Run 1, routed metal, one colour a layer:
Drawn at 10 px/um.
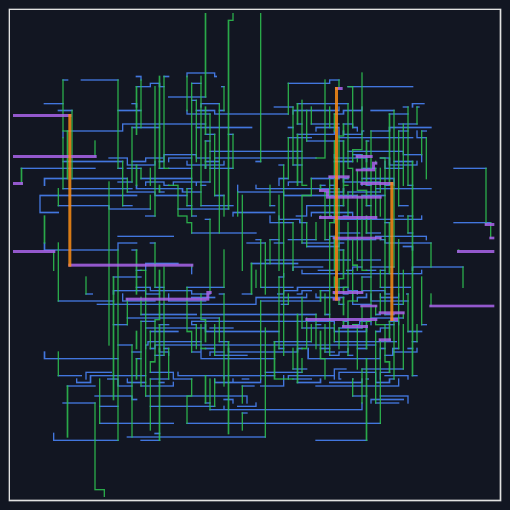
Run 1, clock wires, drivers and flops:
Drawn at 6 px/um.
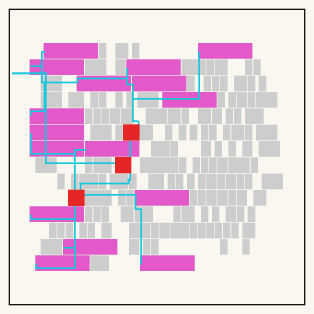
Run 1, the clock network:
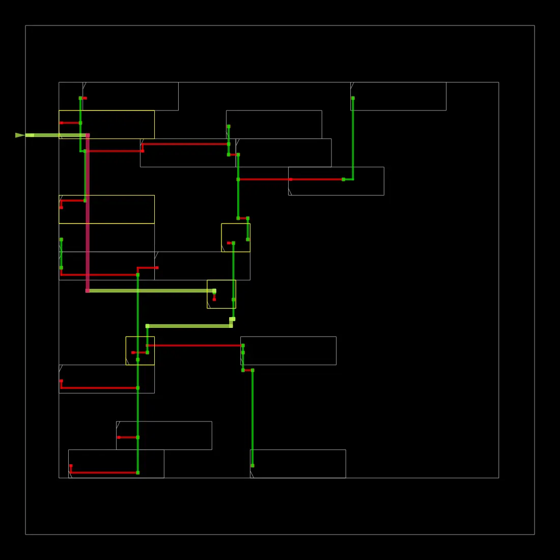
$ cat config.mk
export PLATFORM = sky130hd
export DESIGN_NAME = aibnd_clkbuf_seq
export DESIGN_NICKNAME = d
export VERILOG_FILES = /design/src/rtl/aibnd_clkbuf_seq_pkg.sv /design/src/rtl/aibnd_clkbuf_seq_cnt.sv /design/src/rtl/aibnd_clkbuf_seq.sv
export SDC_FILE = /design/constraint.sdc
export NUM_CORES = 1
export LEC_CHECK = 0
export ABC_AREA = 1
export CAP_MARGIN = 0
export CORE_MARGIN = 3
export CORE_UTILIZATION = 55
export DETAILED_ROUTE_END_ITERATION = 10
export PLACE_DENSITY = 0.83
export SETUP_SLACK_MARGIN = 0.4
export SLEW_MARGIN = 20
export SYNTH_ARGS = -nofsm -noshare
export SYNTH_HDL_FRONTEND = slang
export SYNTH_SLANG_ARGS = --single-unit
$ cat constraint.sdc
create_clock -name clk -period 4 [get_ports clk]
set_input_delay 1.2 -clock clk [delete_from_list [all_inputs] [get_ports clk]]
set_output_delay 1.2 -clock clk [all_outputs]
set_load 0.005 [all_outputs]
$ cat src/rtl/aibnd_clkbuf_seq_pkg.sv
// Shared types and output decode for the aibnd clkbuf power/gate sequencer.
package aibnd_clkbuf_seq_pkg;

  typedef enum logic [2:0] {
    ST_OFF     = 3'd0,
    ST_PWRUP   = 3'd1,
    ST_WAITRDY = 3'd2,
    ST_UNGATE  = 3'd3,
    ST_ON      = 3'd4,
    ST_DRAIN   = 3'd5,
    ST_PWRDN   = 3'd6,
    ST_FAULT   = 3'd7
  } state_t;

  // Supply/bias switch is on from power-up until drain completes.
  function automatic logic st_powered(input state_t s);
    return (s == ST_PWRUP) || (s == ST_WAITRDY) || (s == ST_UNGATE) ||
           (s == ST_ON)    || (s == ST_DRAIN);
  endfunction

  // Clock passes only once ready has been seen; always a subset of st_powered.
  function automatic logic st_gate_open(input state_t s);
    return (s == ST_UNGATE) || (s == ST_ON);
  endfunction

  function automatic logic st_busy(input state_t s);
    return (s == ST_PWRUP) || (s == ST_WAITRDY) || (s == ST_UNGATE) ||
           (s == ST_DRAIN) || (s == ST_PWRDN);
  endfunction

endpackage

$ cat src/rtl/aibnd_clkbuf_seq_cnt.sv
// Saturating interval counter with terminal compares for settle, drain and ready timeout.
// Each terminal flag is raised on the last counted cycle so the FSM leaves on the next edge.
module aibnd_clkbuf_seq_cnt #(
  parameter int unsigned CNT_W       = 8,
  parameter int unsigned SETTLE_CYC  = 16,
  parameter int unsigned DRAIN_CYC   = 8,
  parameter int unsigned TIMEOUT_CYC = 200
) (
  input  logic i_clk,
  input  logic i_rst_n,
  input  logic i_clr,
  input  logic i_en,
  output logic o_settle_done,
  output logic o_drain_done,
  output logic o_timeout
);

  localparam logic [CNT_W-1:0] L_ONE         = CNT_W'(1);
  localparam logic [CNT_W-1:0] L_SETTLE_LAST = CNT_W'(SETTLE_CYC - 1);
  localparam logic [CNT_W-1:0] L_DRAIN_LAST  = CNT_W'(DRAIN_CYC - 1);
  // Counter restarts on entering WAITRDY, so the timeout budget excludes the settle time.
  localparam logic [CNT_W-1:0] L_WAIT_LAST   = CNT_W'(TIMEOUT_CYC - SETTLE_CYC - 1);

  logic [CNT_W-1:0] r_cnt;

  // Count up while enabled, clear on request, hold at all-ones.
  always_ff @(posedge i_clk or negedge i_rst_n) begin
    if (!i_rst_n) begin
      r_cnt <= '0;
    end else if (i_clr) begin
      r_cnt <= '0;
    end else if (i_en && (r_cnt != '1)) begin
      r_cnt <= r_cnt + L_ONE;
    end
  end

  assign o_settle_done = (r_cnt == L_SETTLE_LAST);
  assign o_drain_done  = (r_cnt == L_DRAIN_LAST);
  assign o_timeout     = (r_cnt >= L_WAIT_LAST);

endmodule

$ cat src/rtl/aibnd_clkbuf_seq.sv
// Power/gate sequencer for the aibnd inverting clkbuf chain, clocked by the always-on clock.
// Up: power, settle, wait for ready strap, ungate. Down: gate off, drain, power off.
module aibnd_clkbuf_seq
  import aibnd_clkbuf_seq_pkg::*;
#(
  parameter int unsigned CNT_W       = 8,
  parameter int unsigned SETTLE_CYC  = 16,
  parameter int unsigned DRAIN_CYC   = 8,
  parameter int unsigned TIMEOUT_CYC = 200
) (
  input  logic       clk,
  input  logic       rst_n,
  input  logic       en_req,
  input  logic       buf_rdy,
  output logic       clkbuf_pwr_en,
  output logic       clkbuf_gate_en,
  output logic       en_ack,
  output logic       busy,
  output logic       err,
  output logic [2:0] state_o
);

  state_t r_state;
  state_t w_nxt;
  logic   r_pwr_en, r_gate_en, r_en_ack, r_busy, r_err;
  logic   w_pwr_en, w_gate_en, w_en_ack, w_busy, w_err;
  logic   w_cnt_clr, w_cnt_en;
  logic   w_settle_done, w_drain_done, w_timeout;

  aibnd_clkbuf_seq_cnt #(
    .CNT_W       (CNT_W),
    .SETTLE_CYC  (SETTLE_CYC),
    .DRAIN_CYC   (DRAIN_CYC),
    .TIMEOUT_CYC (TIMEOUT_CYC)
  ) u_cnt (
    .i_clk         (clk),
    .i_rst_n       (rst_n),
    .i_clr         (w_cnt_clr),
    .i_en          (w_cnt_en),
    .o_settle_done (w_settle_done),
    .o_drain_done  (w_drain_done),
    .o_timeout     (w_timeout)
  );

  // Next state and next registered outputs, decoded from the state being entered.
  always_comb begin
    w_nxt = r_state;
    unique case (r_state)
      ST_OFF:     if (en_req) w_nxt = ST_PWRUP;
      ST_PWRUP: begin
        if (!en_req)            w_nxt = ST_PWRDN;
        else if (w_settle_done) w_nxt = ST_WAITRDY;
      end
      ST_WAITRDY: begin
        if (!en_req)        w_nxt = ST_PWRDN;
        else if (buf_rdy)   w_nxt = ST_UNGATE;
        else if (w_timeout) w_nxt = ST_FAULT;
      end
      ST_UNGATE:  w_nxt = ST_ON;
      ST_ON:      if (!en_req) w_nxt = ST_DRAIN;
      ST_DRAIN:   if (w_drain_done) w_nxt = ST_PWRDN;
      ST_PWRDN:   w_nxt = ST_OFF;
      ST_FAULT:   if (!en_req) w_nxt = ST_OFF;
      default:    w_nxt = ST_OFF;
    endcase

    w_cnt_clr = (w_nxt != r_state);
    w_cnt_en  = (r_state == ST_PWRUP) || (r_state == ST_WAITRDY) || (r_state == ST_DRAIN);

    w_pwr_en  = st_powered(w_nxt);
    w_gate_en = st_gate_open(w_nxt);
    w_en_ack  = (w_nxt == ST_ON);
    w_busy    = st_busy(w_nxt);
    // Sticky through FAULT and the following OFF; cleared only by a fresh power-up.
    w_err     = (w_nxt == ST_FAULT) || (r_err && (w_nxt != ST_PWRUP));
  end

  // State and output registers; reset drops gate and power together.
  always_ff @(posedge clk or negedge rst_n) begin
    if (!rst_n) begin
      r_state   <= ST_OFF;
      r_pwr_en  <= 1'b0;
      r_gate_en <= 1'b0;
      r_en_ack  <= 1'b0;
      r_busy    <= 1'b0;
      r_err     <= 1'b0;
    end else begin
      r_state   <= w_nxt;
      r_pwr_en  <= w_pwr_en;
      r_gate_en <= w_gate_en;
      r_en_ack  <= w_en_ack;
      r_busy    <= w_busy;
      r_err     <= w_err;
    end
  end

  assign clkbuf_pwr_en  = r_pwr_en;
  assign clkbuf_gate_en = r_gate_en;
  assign en_ack         = r_en_ack;
  assign busy           = r_busy;
  assign err            = r_err;
  assign state_o        = r_state;

endmodule
==> flow_summary.toml, run 1 <==
# yosys + openroad results
[run_status]
run_status = "finished clean"

[cells_and_area]
share_of_cells_above_drive_strength_1_pct = 14.8

[setup_path]
r2r_slack_ns = 2.27
cp_slowest_stage_delay_ns = 0.55
arrival_ns = 1.32
worst-path-max-fanout = 8

[logic_synthesis]
post_synth_inst_count = 141
netlist.area_leader.share_pct = 39.4
synthesis.area_sq_um = 1020
synth-edff-count = 0
netlist.top_cell.by_instances = "sky130_fd_sc_hd__nand2_1"

[pwr]
worst_case_vdd_ir_drop_mv = 0.467
share_of_power_burned_in_combinational_logic_pct = 61.0
clkPwrFrac_pct = 9.7
power.net_switching_w = 0.000408
post-layout-total-power_w = 0.000846
seq_power_share_pct = 29.3

[final_timing]
number_of_max_slew_violations_in_the_final_report = 0
worst_hold_slack_ns = 0.500
fin_skew_ns = 0.00339
setup-violations-final = 0

[drt]
drcViolationCount = 0
wirelength_mm = 2.17

[hold_path]
hold_start = "err"

[clock_tree]
clkSlewWorstSetupHoldPaths_ns = 0.09
Notes on 'routed metal, one colour a layer' above:
[green] met2 | wire length: 1010 um
[blue] met1 | wire length: 1020 um
[purple] met3 | wire length: 92.7 um
[orange] met4 | wire length: 49.6 um

Notes on 'clock wires, drivers and flops' above:
[cyan] clock wires | length: 187 um
[magenta] flip-flops | count: 16
[red] cells driving clock nets | count: 3
routed clock nets: 4

Notes on 'the clock network' above:
number of buffers created by CTS: 3
clk ins delay skew pair: 0.28 ns

## run 1: final cells by class
| type | instances | area [sq um] | area share, % |
|---|---|---|---|
| well taps | 24 | 30.0 | 2.55 |
| clock buffers | 3 | 22.5 | 1.91 |
| repair buffers | 11 | 110 | 9.34 |
| flip-flops and latches | 16 | 400 | 34.0 |
| inverters | 20 | 75.1 | 6.37 |
| multi-input cells | 105 | 541 | 45.9 |
## run 1: cell usage in the layout, fill, tap and decap left out, types with 3 or more instances in the layout
cell type / instances
sky130_fd_sc_hd__inv_1: 16
sky130_fd_sc_hd__xor2_1: 6
sky130_fd_sc_hd__nand2_2: 5
sky130_fd_sc_hd__nand4_1: 3
sky130_fd_sc_hd__nor2_1: 26
sky130_fd_sc_hd__nand2_1: 35
sky130_fd_sc_hd__dfrtp_1: 16
sky130_fd_sc_hd__nand3_1: 8
sky130_fd_sc_hd__clkbuf_4: 3
sky130_fd_sc_hd__nor2_2: 4
sky130_fd_sc_hd__o21ai_1: 3
sky130_fd_sc_hd__o21ai_0: 3
sky130_fd_sc_hd__clkdlybuf4s50_1: 11
sky130_fd_sc_hd__inv_2: 4
## run 1: worst reg2reg max path: stages, from the launching register on
cell and delay (ns):
sky130_fd_sc_hd__dfrtp_1 0.40, sky130_fd_sc_hd__ha_1 0.26, sky130_fd_sc_hd__nand3_1 0.14, sky130_fd_sc_hd__nor2_1 0.19, sky130_fd_sc_hd__nor2_1 0.07, sky130_fd_sc_hd__nor2_1 0.13, sky130_fd_sc_hd__nand3_2 0.12, sky130_fd_sc_hd__nand3_2 0.10
sky130_fd_sc_hd__nand3_4 0.12, sky130_fd_sc_hd__nor2_1 0.14
## run 1: registers in the layout, summed over array words and instances (netlist names)
name            cells
err                 1
u_cnt.r_cnt         8
clkbuf_gate_en      1
busy                1
state_o             3
clkbuf_pwr_en       1
en_ack              1
## run 1: layer usage
| layer | global-route usage (%) | up-vias | share of wire, % |
|---|---|---|---|
| met1 | 28.4 | 424 | 47 |
| met3 | 3.06 | 6 | 4.2 |
| li1 | - | 469 | - |
| met5 | 0 | - | 0 |
| met4 | 8.06 | 0 | 2.3 |
| met2 | 31.2 | 39 | 47 |
## run 1: cells by family after synthesis
kind of cell	share of synthesized area, %
xor+xnor	5.17
fa+ha+maj	1.23
flops	39.4
buf+inv	7.39
compound gates	6.65
simple gates	40.1
## run 1: worst max path at each step
| stage | slack (ns) | to | cells after the start |
|---|---|---|---|
| after floorplan | 1.99 | u_cnt.r_cnt[0] | 9 |
| after global placement | 1.30 | u_cnt.r_cnt[2] | 10 |
| after detailed placement | 1.27 | u_cnt.r_cnt[7] | 10 |
| after CTS | 1.49 | state_o[0] | 1 |
| after global routing | 1.42 | u_cnt.r_cnt[7] | 10 |
| final | 1.48 | state_o[0] | 1 |
## run 1: power groups by stage
stage                     combinational, W   clock, W  sequential, W
after global placement            0.000501          0       0.000247
after floorplan                   0.000351          0       0.000247
final                             0.000516  0.0000823       0.000248
after detailed placement          0.000510          0       0.000250
after CTS                         0.000514  0.0000838       0.000247
after global routing              0.000580  0.0000924       0.000254
Run 1, logic cells by family:
Drawn at 6 px/um.
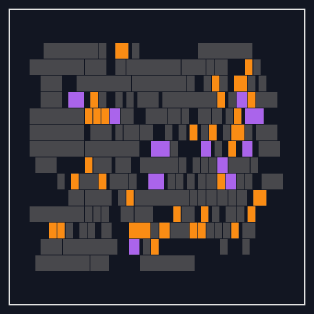

==> run 2: changes to the inputs <==
- CORE_UTILIZATION: 55 -> 49
- PLACE_DENSITY: 0.83 -> 0.78
- clock period: 4 -> 2.3 ns (I/O delays scaled with it)
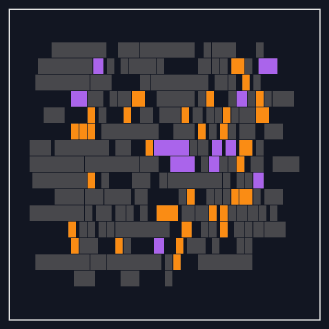
Run 2: logic cells by family
Drawn at 6 px/um.
[orange] NOR gates | cells: 32 | most used: nor2_1
[purple] inverting AOI/OAI gates | cells: 11

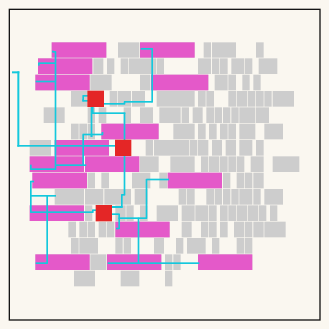
Run 2: clock wires, drivers and flops
Drawn at 6 px/um.
[red] cells driving clock nets | count: 3
[cyan] clock wires | length: 214 um
[magenta] flip-flops | count: 16
routed clock nets: 4

==> run 2 against run 1 <==
Against the previous run: clock skew decreased by 0.0023 ns; wire length increased by 2.0%; first-iteration DRC count decreased by 27%; combinational power increased by 83%; register-to-register slack got worse by 1.7 ns; design area increased by 4.8%; final cell count increased by 2.8%; largest cell class unchanged.
==> flow_summary.toml, run 2 <==
# yosys + openroad results
[logic_synthesis]
netlist.top_cell.by_instances = "sky130_fd_sc_hd__nand2_1"
synth-cells-yosys = 141
post_synth_inst_count = 141
compound_area_share_pct = 6.65
synth-edff-count = 0
simple_gate_area_share_pct = 40.1
mux_area_share_pct = 0
synth_xor_xnor_area_share_pct = 5.17
dominant_kind_of_combinational_cell = "simple AND/OR/NAND/NOR gates"
netlist.area_leader.share_pct = 39.4

[setup_path]
r2r_slack_ns = 0.53
timing.critical_path.to_type = "primary output"
cp_slowest_stage_delay_ns = 0.50
arrival_ns = 1.17
worst-path-max-fanout = 2
setup.worst_path.end = "state_o[2]"

[cells_and_area]
layout_top_cell = "sky130_fd_sc_hd__nand2_1"
share_of_cells_above_drive_strength_1_pct = 19.5
layout_top_cells = "35 x sky130_fd_sc_hd__nand2_1, 25 x sky130_fd_sc_hd__nor2_1, 16 x sky130_fd_sc_hd__inv_1"
flip_flop_count_of_the_largest_register_after_layout = 8

[clock_tree]
tritoncts.num_buffers = 3
insertion_delay_ns = 0.29

[grt]
use_met1_pct = 26.5
pin_count_of_the_biggest_net_entering_global_routing = 17
grt_use_met2_pct = 32.2
grt.met3_usage_pct = 3.15
busiest_metal_layer_after_global_routing = "met2"

[run_status]
run_status = "finished clean"

[final_timing]
setup-violations-final = 0
number_of_max_slew_violations_in_the_final_report = 0

[drt]
wirelength_mm = 2.22
==> run 2: cell counts after synthesis <==
Identical to the previous run, type by type.
==> run 2: layer usage <==
metal | wire (um) | up-vias
met1 | 1080 | 451
met4 | 12 | 0
li1 | - | 476
met3 | 76 | 2
met2 | 1050 | 21
met5 | 0 | -
==> run 2: how the worst min path moves through the flow <==
stage | startpoint | to | slack (ns)
2_1_floorplan | rst_n | busy | 0.39
3_3_place_gp | err | err | 0.46
3_5_place_dp | err | err | 0.47
4_1_cts | err | err | 0.49
5_1_grt | err | err | 0.57
6_report | err | err | 0.48
==> run 2: report_power, final <==
part	internal, W	switching (W)	total [W]	leakage, nW
logic	0.000364	0.000578	0.000942	0.408
registers	0.000364	0.0000496	0.000414	0.206
clock network	0.0000964	0.0000917	0.000188	0.0210
==> run 2: cells by family after synthesis <==
family | count (synthesis)
xor gates and xnor gates | 6
DFF | 16
adders and majority gates | 1
AOI/OAI and AO/OA | 11
buffers and inverters | 20
and+or+nand+nor | 87
==> run 2: metrics by stage <==
step	setup slack [ns]	cells	hold slack [ns]	power (W)	util [%]
6_report	0.441	184	0.480	0.00154	67.1
5_1_grt	0.391	184	0.567	0.00169	67.1
4_1_cts	0.359	183	0.489	0.00154	66.1
3_5_place_dp	0.0630	178	0.469	0.00131	63.3
3_3_place_gp	0.0765	178	0.456	0.00130	63.3
2_1_floorplan	0.800	141	0.394	0.00104	-
==> run 2: cell type report <==
type	count	area (sq um)	share of cell area (%)
tap	25	31.3	2.53
inverter	20	75.1	6.08
sequential	16	403	32.6
clock buffer	4	36.3	2.94
multi-input combinational	105	554	44.9
timing repair buffer	14	135	10.9
==> run 2: worst reg2reg max path, delay by kind of cell (launching register included) <==
| kind | cells | cell delay, ns |
|---|---|---|
| and+or+nand+nor | 6 | 0.77 |
| DFF | 1 | 0.42 |
| adders and majority gates | 1 | 0.26 |
| xor gates and xnor gates | 1 | 0.15 |
| buffers and inverters | 1 | 0.09 |
==> run 2: timing repair <==
| item | CTS | global route |
|---|---|---|
| hold buffers | 0 | 0 |
| endpoints found under the setup margin | 15 | 9 |
| gates resized | 5 | 4 |
| pin swaps | 1 | 0 |
| setup buffers | 1 | 1 |
Power is estimated from default activity; no workload was simulated.
